`src/rtl/dsp_irq_pkg.sv`:
```
// Shared types and defaults for the DSP interrupt stretcher.
package dsp_irq_pkg;

    typedef enum logic [1:0] {
        ST_IDLE   = 2'd0,
        ST_ASSERT = 2'd1,
        ST_GAP    = 2'd2
    } irq_state_t;

    localparam int DEF_NUM_CH    = 4;
    localparam int DEF_PULSE_LEN = 100;
    localparam int DEF_GAP_LEN   = 4;
    localparam int DEF_CNT_W     = 11;

    function automatic int ch_id_w(input int n);
        return (n > 1) ? $clog2(n) : 1;
    endfunction

endpackage

```
`src/rtl/irq_rr_arbiter.sv`:
```
// Combinational round-robin pick among pending channels, searching from last_grant+1.
module irq_rr_arbiter #(
    parameter int NUM_CH = 4,
    parameter int ID_W   = 2
) (
    input  logic [NUM_CH-1:0] pending,
    input  logic [ID_W-1:0]   last_grant,
    output logic              grant_valid,
    output logic [ID_W-1:0]   grant_id
);

    logic [ID_W-1:0] idx;

    // Walk the ring once; the first pending channel after last_grant wins.
    always_comb begin
        grant_valid = 1'b0;
        grant_id    = '0;
        idx         = last_grant;
        for (int k = 0; k < NUM_CH; k++) begin
            idx = (idx == ID_W'(NUM_CH - 1)) ? '0 : idx + 1'b1;
            if (pending[idx] && !grant_valid) begin
                grant_valid = 1'b1;
                grant_id    = idx;
            end
        end
    end

endmodule

```
`src/rtl/dsp_irq_ctrl.sv`:
```
// Merges per-channel level requests into stretched, gap-separated DSP interrupt pulses.
// Optional macro DSP_IRQ_ACK_EN lets irq_ack cut a pulse short.
module dsp_irq_ctrl
    import dsp_irq_pkg::*;
#(
    parameter int NUM_CH    = DEF_NUM_CH,
    parameter int PULSE_LEN = DEF_PULSE_LEN,
    parameter int GAP_LEN   = DEF_GAP_LEN,
    parameter int CNT_W     = DEF_CNT_W
) (
    input  logic                        clk_50m,
    input  logic                        cfg_rst,
    input  logic [NUM_CH-1:0]           read_quest,
    input  logic                        slot_interrupt,
    input  logic                        irq_ack,
    output logic                        dsp_receive_interrupt,
    output logic [ch_id_w(NUM_CH)-1:0]  irq_ch_id,
    output logic [NUM_CH*CNT_W-1:0]     irq_count,
    output logic [NUM_CH-1:0]           irq_drop,
    output logic                        busy
);

    localparam int         ID_W       = ch_id_w(NUM_CH);
    localparam logic [7:0] PULSE_LAST = 8'(PULSE_LEN - 1);
    localparam logic [7:0] GAP_LAST   = 8'((GAP_LEN > 0) ? GAP_LEN - 1 : 0);

    irq_state_t        state, state_nxt;
    logic [7:0]        tmr;
    logic [NUM_CH-1:0] read_quest_dl, rise, pending, gnt_clr, drop_set;
    logic [ID_W-1:0]   last_grant, grant_id;
    logic              grant_valid, grant_take, ack_hit, irq_d;
    logic [CNT_W-1:0]  cnt_q [NUM_CH];

    function automatic logic [CNT_W-1:0] sat_inc(input logic [CNT_W-1:0] v);
        return (&v) ? v : v + CNT_W'(1);
    endfunction

    assign rise       = read_quest & ~read_quest_dl;
    assign grant_take = (state_nxt == ST_ASSERT) && (state != ST_ASSERT);
    assign drop_set   = rise & pending & ~gnt_clr;

`ifdef DSP_IRQ_ACK_EN
    assign ack_hit = irq_ack & dsp_receive_interrupt & (state == ST_ASSERT);
`else
    logic unused_ack;
    assign unused_ack = irq_ack;
    assign ack_hit    = 1'b0;
`endif

    always_comb begin
        gnt_clr = '0;
        if (grant_take) gnt_clr[grant_id] = 1'b1;
    end

    irq_rr_arbiter #(
        .NUM_CH (NUM_CH),
        .ID_W   (ID_W)
    ) u_arb (
        .pending     (pending),
        .last_grant  (last_grant),
        .grant_valid (grant_valid),
        .grant_id    (grant_id)
    );

    always_ff @(posedge clk_50m or posedge cfg_rst) begin
        if (cfg_rst) state <= ST_IDLE;
        else         state <= state_nxt;
    end

    // The last GAP cycle may grant directly so the low time is exactly GAP_LEN.
    always_comb begin
        state_nxt = state;
        case (state)
            ST_IDLE:   if (grant_valid) state_nxt = ST_ASSERT;
            ST_ASSERT: if (ack_hit || tmr == PULSE_LAST)
                           state_nxt = (GAP_LEN > 0) ? ST_GAP : ST_IDLE;
            ST_GAP:    if (tmr == GAP_LAST)
                           state_nxt = grant_valid ? ST_ASSERT : ST_IDLE;
            default:   state_nxt = ST_IDLE;
        endcase
    end

    always_comb begin
        busy  = (state != ST_IDLE);
        irq_d = (state == ST_ASSERT) & ~ack_hit;
    end

    // The interrupt is a registered image of ASSERT, giving the two-edge request latency.
    always_ff @(posedge clk_50m or posedge cfg_rst) begin
        if (cfg_rst) begin
            read_quest_dl         <= '0;
            pending               <= '0;
            tmr                   <= '0;
            dsp_receive_interrupt <= 1'b0;
            irq_ch_id             <= '0;
            last_grant            <= ID_W'(NUM_CH - 1);
            irq_drop              <= '0;
        end else begin
            read_quest_dl         <= read_quest;
            pending               <= (pending & ~gnt_clr) | rise;
            tmr                   <= (state_nxt != state || state == ST_IDLE) ? 8'd0 : tmr + 8'd1;
            dsp_receive_interrupt <= irq_d;
            irq_drop              <= slot_interrupt ? drop_set : (irq_drop | drop_set);
            if (grant_take) begin
                irq_ch_id  <= grant_id;
                last_grant <= grant_id;
            end
        end
    end

    for (genvar g = 0; g < NUM_CH; g++) begin : g_ch
        always_ff @(posedge clk_50m or posedge cfg_rst) begin
            if (cfg_rst)             cnt_q[g] <= '0;
            else if (slot_interrupt) cnt_q[g] <= rise[g] ? CNT_W'(1) : '0;
            else if (rise[g])        cnt_q[g] <= sat_inc(cnt_q[g]);
        end
        assign irq_count[g*CNT_W +: CNT_W] = cnt_q[g];
    end

endmodule

```
`config.mk`:
```
export PLATFORM = sky130hd
export DESIGN_NAME = dsp_irq_ctrl
export DESIGN_NICKNAME = d
export VERILOG_FILES = /design/src/rtl/dsp_irq_pkg.sv /design/src/rtl/irq_rr_arbiter.sv /design/src/rtl/dsp_irq_ctrl.sv
export SDC_FILE = /design/constraint.sdc
export NUM_CORES = 1
export LEC_CHECK = 0
export ABC_CLOCK_PERIOD_IN_PS = 2040
export CAP_MARGIN = 20
export CORE_MARGIN = 5
export CORE_UTILIZATION = 40
export DETAILED_ROUTE_END_ITERATION = 8
export PLACE_DENSITY_LB_ADDON = 0.05
export SLEW_MARGIN = 20
export SYNTH_ARGS = -nofsm -noshare
export SYNTH_HDL_FRONTEND = slang
export SYNTH_SLANG_ARGS = --single-unit
export TNS_END_PERCENT = 10
```
`constraint.sdc`:
```
create_clock -name clk_50m -period 2.04 [get_ports clk_50m]
set_input_delay 0.204 -clock clk_50m [delete_from_list [all_inputs] [get_ports clk_50m]]
set_output_delay 0.204 -clock clk_50m [all_outputs]
set_load 0.005 [all_outputs]
```
run_1/gate_families.png
(4 px per micron)
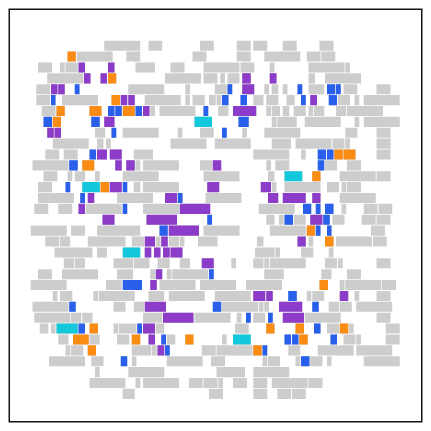
| color | family | cells |
|---|---|---|
| purple | inverting AOI/OAI gates | 56 |
| orange | AND and OR gates | 25 |
| blue | NAND gates | 57 |
| cyan | adder and majority cells | 6 |
Top cell excl fill/tap: dfrtp_1
combinational fraction of the cell area: 36.80%

run_1/metal_stack.png
(3 px per micron) Only two layers are drawn.
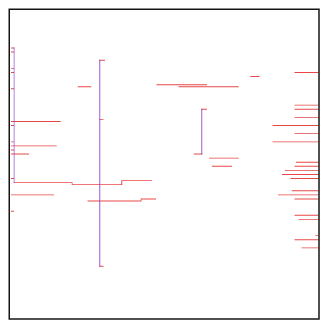
| color | layer | wire length |
|---|---|---|
| red | met3 | 367 microns |
| purple | met4 | 129 microns |
Post-Route WL: 7465 microns
WL/cell: 14.19 microns
DR vias: 2,721
gr usage total: 14.65%

==> results.json, run 1 <==
{
  "dieArea_sq_um": 10560,
  "status": "complete, no violations",
  "synth-edff-count": 0,
  "postSynth.asyncResetShare_pct": 100.0,
  "diodes": 0,
  "drt-pass1-iter-count": 4,
  "dp_hpwl_microns": 5065,
  "start_kind": "flop",
  "fin_ws_ns": 0.01525,
  "drive_gt1_share_pct": 12.35,
  "fin_nets": 430,
  "ys_ff": 71,
  "ctsRootBufferMaster": "clkbuf_8",
  "ant_nets": 0,
  "die_h_microns": 102.8,
  "largest_reg_flops": 44,
  "largest_cell_class": "sequential cells",
  "logic_gates": 251,
  "period_used_pct": 99.25,
  "tightestPinTransition_ns": 0.6687,
  "rsz0062_at_grt": "yes",
  "highest_layer": "met4",
  "yosys-top-cells-count": "69 x dfrtp_1, 51 x nor2_1, 25 x nand2_1",
  "antenna_found_initial": 0,
  "top_cell": "dfrtp_1"
}
run_1/final_clocks.png
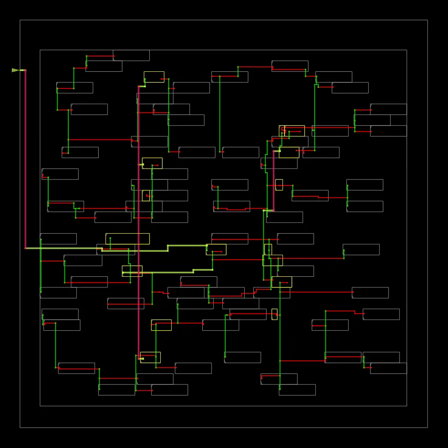
number of clock buffers in the layout: 12
seq_cells: 71
Clk power: 1.12 mW
Num CTS Buffers: 9

==> run 1: worst max-delay path: stages (launching register included) <==
cell	delay, ns
dfrtp_1	0.37
ha_2	0.18
or3b_4	0.38
nand2b_4	0.15
a221o_2	0.49
buf_6	0.18
a21o_1	0.16
==> run 1: cell families (layout without fill, tap and decap cells) <==
family / after synthesis / after routing / share of synthesized area (%)
adders and majority gates: 6 / 6 / 2.181
and+or+nand+nor: 145 / 145 / 20.83
DFF: 71 / 71 / 51.69
buffers and inverters: 17 / 99 / 2.072
xor gates and xnor gates: 29 / 29 / 7.379
AOI/OAI and AO/OA: 67 / 67 / 14.69
muxes: 4 / 4 / 1.163
==> run 1: timing repair <==
action / in CTS / in global routing
buffers inserted: 0 / 1
resized: 2 / 13
setup endpoints to repair: 2 / 20
pin swaps: 0 / 14
--- run 2 (diff from run 1) ---
--- a/config.mk
+++ b/config.mk
@@ -6,7 +6,7 @@
 export NUM_CORES = 1
 export LEC_CHECK = 0
 export ABC_CLOCK_PERIOD_IN_PS = 2040
-export CAP_MARGIN = 20
+export CAP_MARGIN = 0
 export CORE_MARGIN = 5
 export CORE_UTILIZATION = 40
 export DETAILED_ROUTE_END_ITERATION = 8
run_2/metal_stack.png
(3 px per micron) Only two layers are drawn.
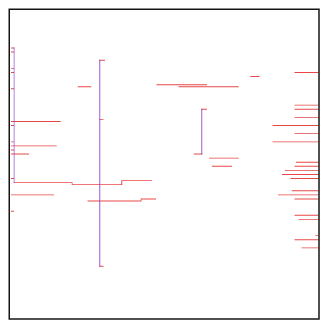
| color | layer | wire length |
|---|---|---|
| red | met3 | 367 microns |
| purple | met4 | 129 microns |

==> run 2 against run 1 <==
Synthesized cell count unchanged. Combinational power about the same. Clock power about the same. Sequential cell count unchanged. Power unchanged. Highest routed layer unchanged.
==> results.json, run 2 <==
{
  "dieArea_sq_um": 10560,
  "comb_share_pct": 36.80,
  "synth-edff-count": 0,
  "max_stage_delay_ns": 0.49,
  "drt-pass1-iter-count": 4,
  "flops": 71,
  "post_synth_main_logic_family": "simple AND/OR/NAND/NOR gates",
  "pg_clk_mw": 1.12,
  "ys_ff": 71,
  "largest_reg_flops": 44,
  "start_kind": "flop",
  "largest_cell_class": "sequential cells",
  "critical_path_buf_inv_count": 1,
  "highest_layer": "met4",
  "adder_share_pct": 2.181,
  "drt-total-wl_microns": 7465,
  "ys_sh_aoi_pct": 14.69,
  "logic_gates": 251,
  "yosys-top-cells-count": "69 x dfrtp_1, 51 x nor2_1, 25 x nand2_1",
  "wl_per_cell_microns": 14.19,
  "period_used_pct": 99.25,
  "die_h_microns": 102.8,
  "fin_nets": 430,
  "diodes": 0,
  "ctsRootBufferMaster": "clkbuf_8",
  "drive_gt1_share_pct": 12.35,
  "synthMuxAreaShare_pct": 1.163,
  "vias": 2721,
  "path_delay_family": "AND-OR/OR-AND gates",
  "cp_cell_sequence": "ha_2, or3b_4, nand2b_4, a221o_2, buf_6, a21o_1",
  "cts.repair.resized": 2,
  "ant_nets": 0,
  "grt_usage_pct": 14.65,
  "mostFrequentLayoutCell": "dfrtp_1",
  "num-clock-buffers": 12,
  "cts_buffers": 9,
  "status": "complete, no violations",
  "simple_gate_share_pct": 20.83,
  "antenna_found_initial": 0
}
run_2/clock_map.png
(4 px per micron)
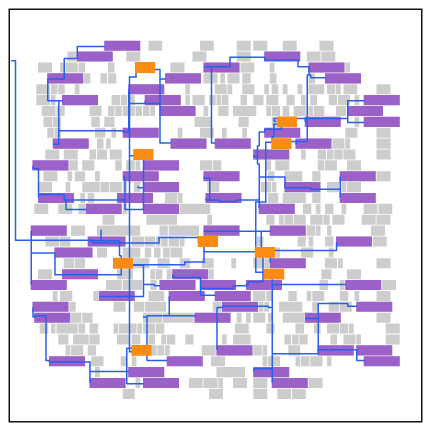
[blue] clock wires | length: 1,030 microns
[purple] flip-flops | count: 71
[orange] cells driving clock nets | count: 9
flops lie: spread over the die
later-pin clock latency in the skew report: 0.34 ns
Clock power frac: 40.6%

run 2: cell counts in the layout (fill, tap and decap cells not counted):
Identical to the previous run, type by type.
run 2: logic make-up after synthesis:
logic type               count (synthesis)
AND/OR/NAND/NOR                        145
XOR/XNOR                                29
adder cells (fa/ha/maj)                  6
multiplexers                             4
AND-OR/OR-AND                           67
flip-flops                              71
buffers and inverters                   17
run 2: worst paths after layout:
kind / slack [ns] / endpoint
max: 0.02 / irq_ch_id[1]
min: 0.24 / irq_count[34]
max reg2reg: 0.02 / irq_ch_id[1]
min reg2reg: 0.50 / irq_ch_id[0]
max in group asynchronous: 1.44 / last_grant[0]
min in group clk_50m: 0.34 / read_quest_dl[3]
run_2/gate_families.png
(4 px per micron)
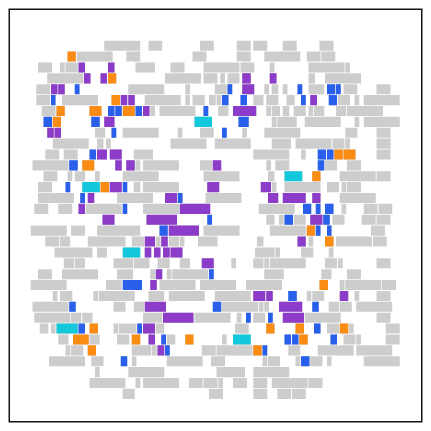

--- run 3 (diff from run 2) ---
--- a/config.mk
+++ b/config.mk
@@ -7,10 +7,10 @@
 export LEC_CHECK = 0
 export ABC_CLOCK_PERIOD_IN_PS = 2040
 export CAP_MARGIN = 0
-export CORE_MARGIN = 5
+export CORE_MARGIN = 2
 export CORE_UTILIZATION = 40
 export DETAILED_ROUTE_END_ITERATION = 8
-export PLACE_DENSITY_LB_ADDON = 0.05
+export PLACE_DENSITY = 0.68
 export SLEW_MARGIN = 20
 export SYNTH_ARGS = -nofsm -noshare
 export SYNTH_HDL_FRONTEND = slang
run_3/gate_families.png
(4 px per micron)
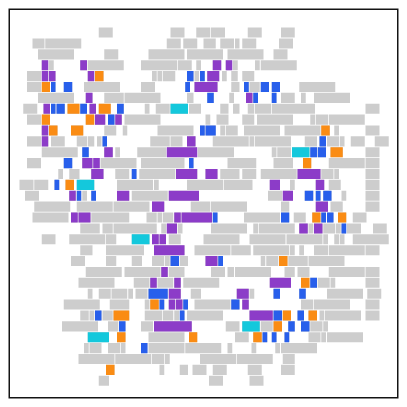
| color | family | cells |
|---|---|---|
| blue | NAND gates | 57 |
| purple | inverting AOI/OAI gates | 56 |
| orange | AND and OR gates | 25 |
| cyan | adder and majority cells | 6 |
combinational fraction of the cell area: 36.58%
Non-Filler Instances: 523

run_3/pins.png
(4 px per micron) Pins as bars across the die edge, other pins in gray.
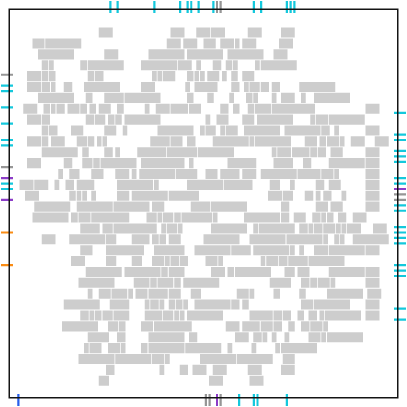
| color | port | pins | direction | edge |
|---|---|---|---|---|
| orange | `irq_ch_id` | 2 | output | left |
| purple | `irq_drop` | 4 | output | 2 left, 1 right, 1 bottom |
| blue | `irq_ack` | 1 | input | bottom |
| cyan | `irq_count` | 44 | output | 19 right, 13 top, 8 left, 4 bottom |
all pins by edge: 22 right, 15 top, 14 left, 9 bottom
die width: 96.77 microns
Die Ht: 96.77 microns
IO buf count: 58

==> run 3 against run 2 <==
Worst hold slack got worse by 0.024 ns. Cell count decreased by 0.57%. Sequential power about the same. Setup slack improved by 0.023 ns. Clock power increased by 21%. Largest power group unchanged. Synthesized area unchanged. Wire length decreased by 1.9%. First-iteration DRC count increased by 110%. Sequential share of layout area decreased by 0.65 points. Maximum frequency increased by 1.1%.
==> results.json, run 3 <==
{
  "status": "complete, no violations",
  "period_used_pct": 98.14,
  "start_kind": "flop",
  "rsz0062_at_grt": "yes",
  "cts.sinks": 71,
  "ys_ff": 71,
  "mostFrequentLayoutCell": "dfrtp_1",
  "ctsRootBufferMaster": "clkbuf_8",
  "dieArea_sq_um": 9363,
  "largest_cell_class": "sequential cells",
  "cp-endpoint": "irq_ch_id[1]",
  "drt-pass1-iter-count": 4,
  "cts_post_setup_buffers_inserted": 0,
  "r2r-end": "irq_ch_id[1]",
  "synth_seq_share_pct": 51.69,
  "grt_pass1_wl_microns": 12420,
  "fin_ws_ns": 0.03801,
  "antenna_found_initial": 0,
  "logic_gates": 251,
  "cts_buffers": 9,
  "flops": 71,
  "ant_nets": 0,
  "synth-edff-count": 0,
  "worstSkewPairLatency_ns": 0.34,
  "postSynth.asyncResetShare_pct": 100.0,
  "dpl_worst_slack_ns": -0.004312,
  "wl_per_cell_microns": 14.01,
  "highest_layer": "met4",
  "rr_startpoint": "tmr[1]",
  "largest_reg_flops": 44,
  "drtIter0Drc": 117,
  "fin_nets": 427,
  "grt_usage_pct": 16.01,
  "num-clock-buffers": 9,
  "drive_gt1_share_pct": 12.44,
  "dp_hpwl_microns": 5071,
  "r2r_slack_ns": 0.04,
  "diodes": 0,
  "vias": 2783,
  "top_cell": "dfrtp_1",
  "drt-total-wl_microns": 7325,
  "wl_met1_microns": 3493,
  "worstSetupPathType": "reg2reg",
  "cts.repair.resized": 2,
  "tightestPinTransition_ns": 0.7511,
  "yosys-top-cells-count": "69 x dfrtp_1, 51 x nor2_1, 25 x nand2_1",
  "clk_pin_slew_ns": 0.08,
  "seq_share_pct": 38.79
}
-- run 3: logic make-up after synthesis --
kind of cell	Yosys count	synth area share, %
multiplexers	4	1.163
XOR/XNOR	29	7.379
buffers and inverters	17	2.072
AND-OR/OR-AND	67	14.69
adder cells (fa/ha/maj)	6	2.181
AND/OR/NAND/NOR	145	20.83
flip-flops	71	51.69
-- run 3: power breakdown --
part	leakage, nW	switching, mW	internal, mW
combinational	0.859	0.0960	0.0902
sequential	0.915	0.0248	1.43
clock	0.123	0.540	0.816
-- run 3: worst max-delay path, stage by stage, from the launching register on --
cell	delay [ns]
dfrtp_1	0.38
ha_2	0.18
or3b_4	0.37
nand2b_4	0.15
a221o_2	0.48
buf_6	0.18
a21o_1	0.15
Power and IR drop assume default switching activity.
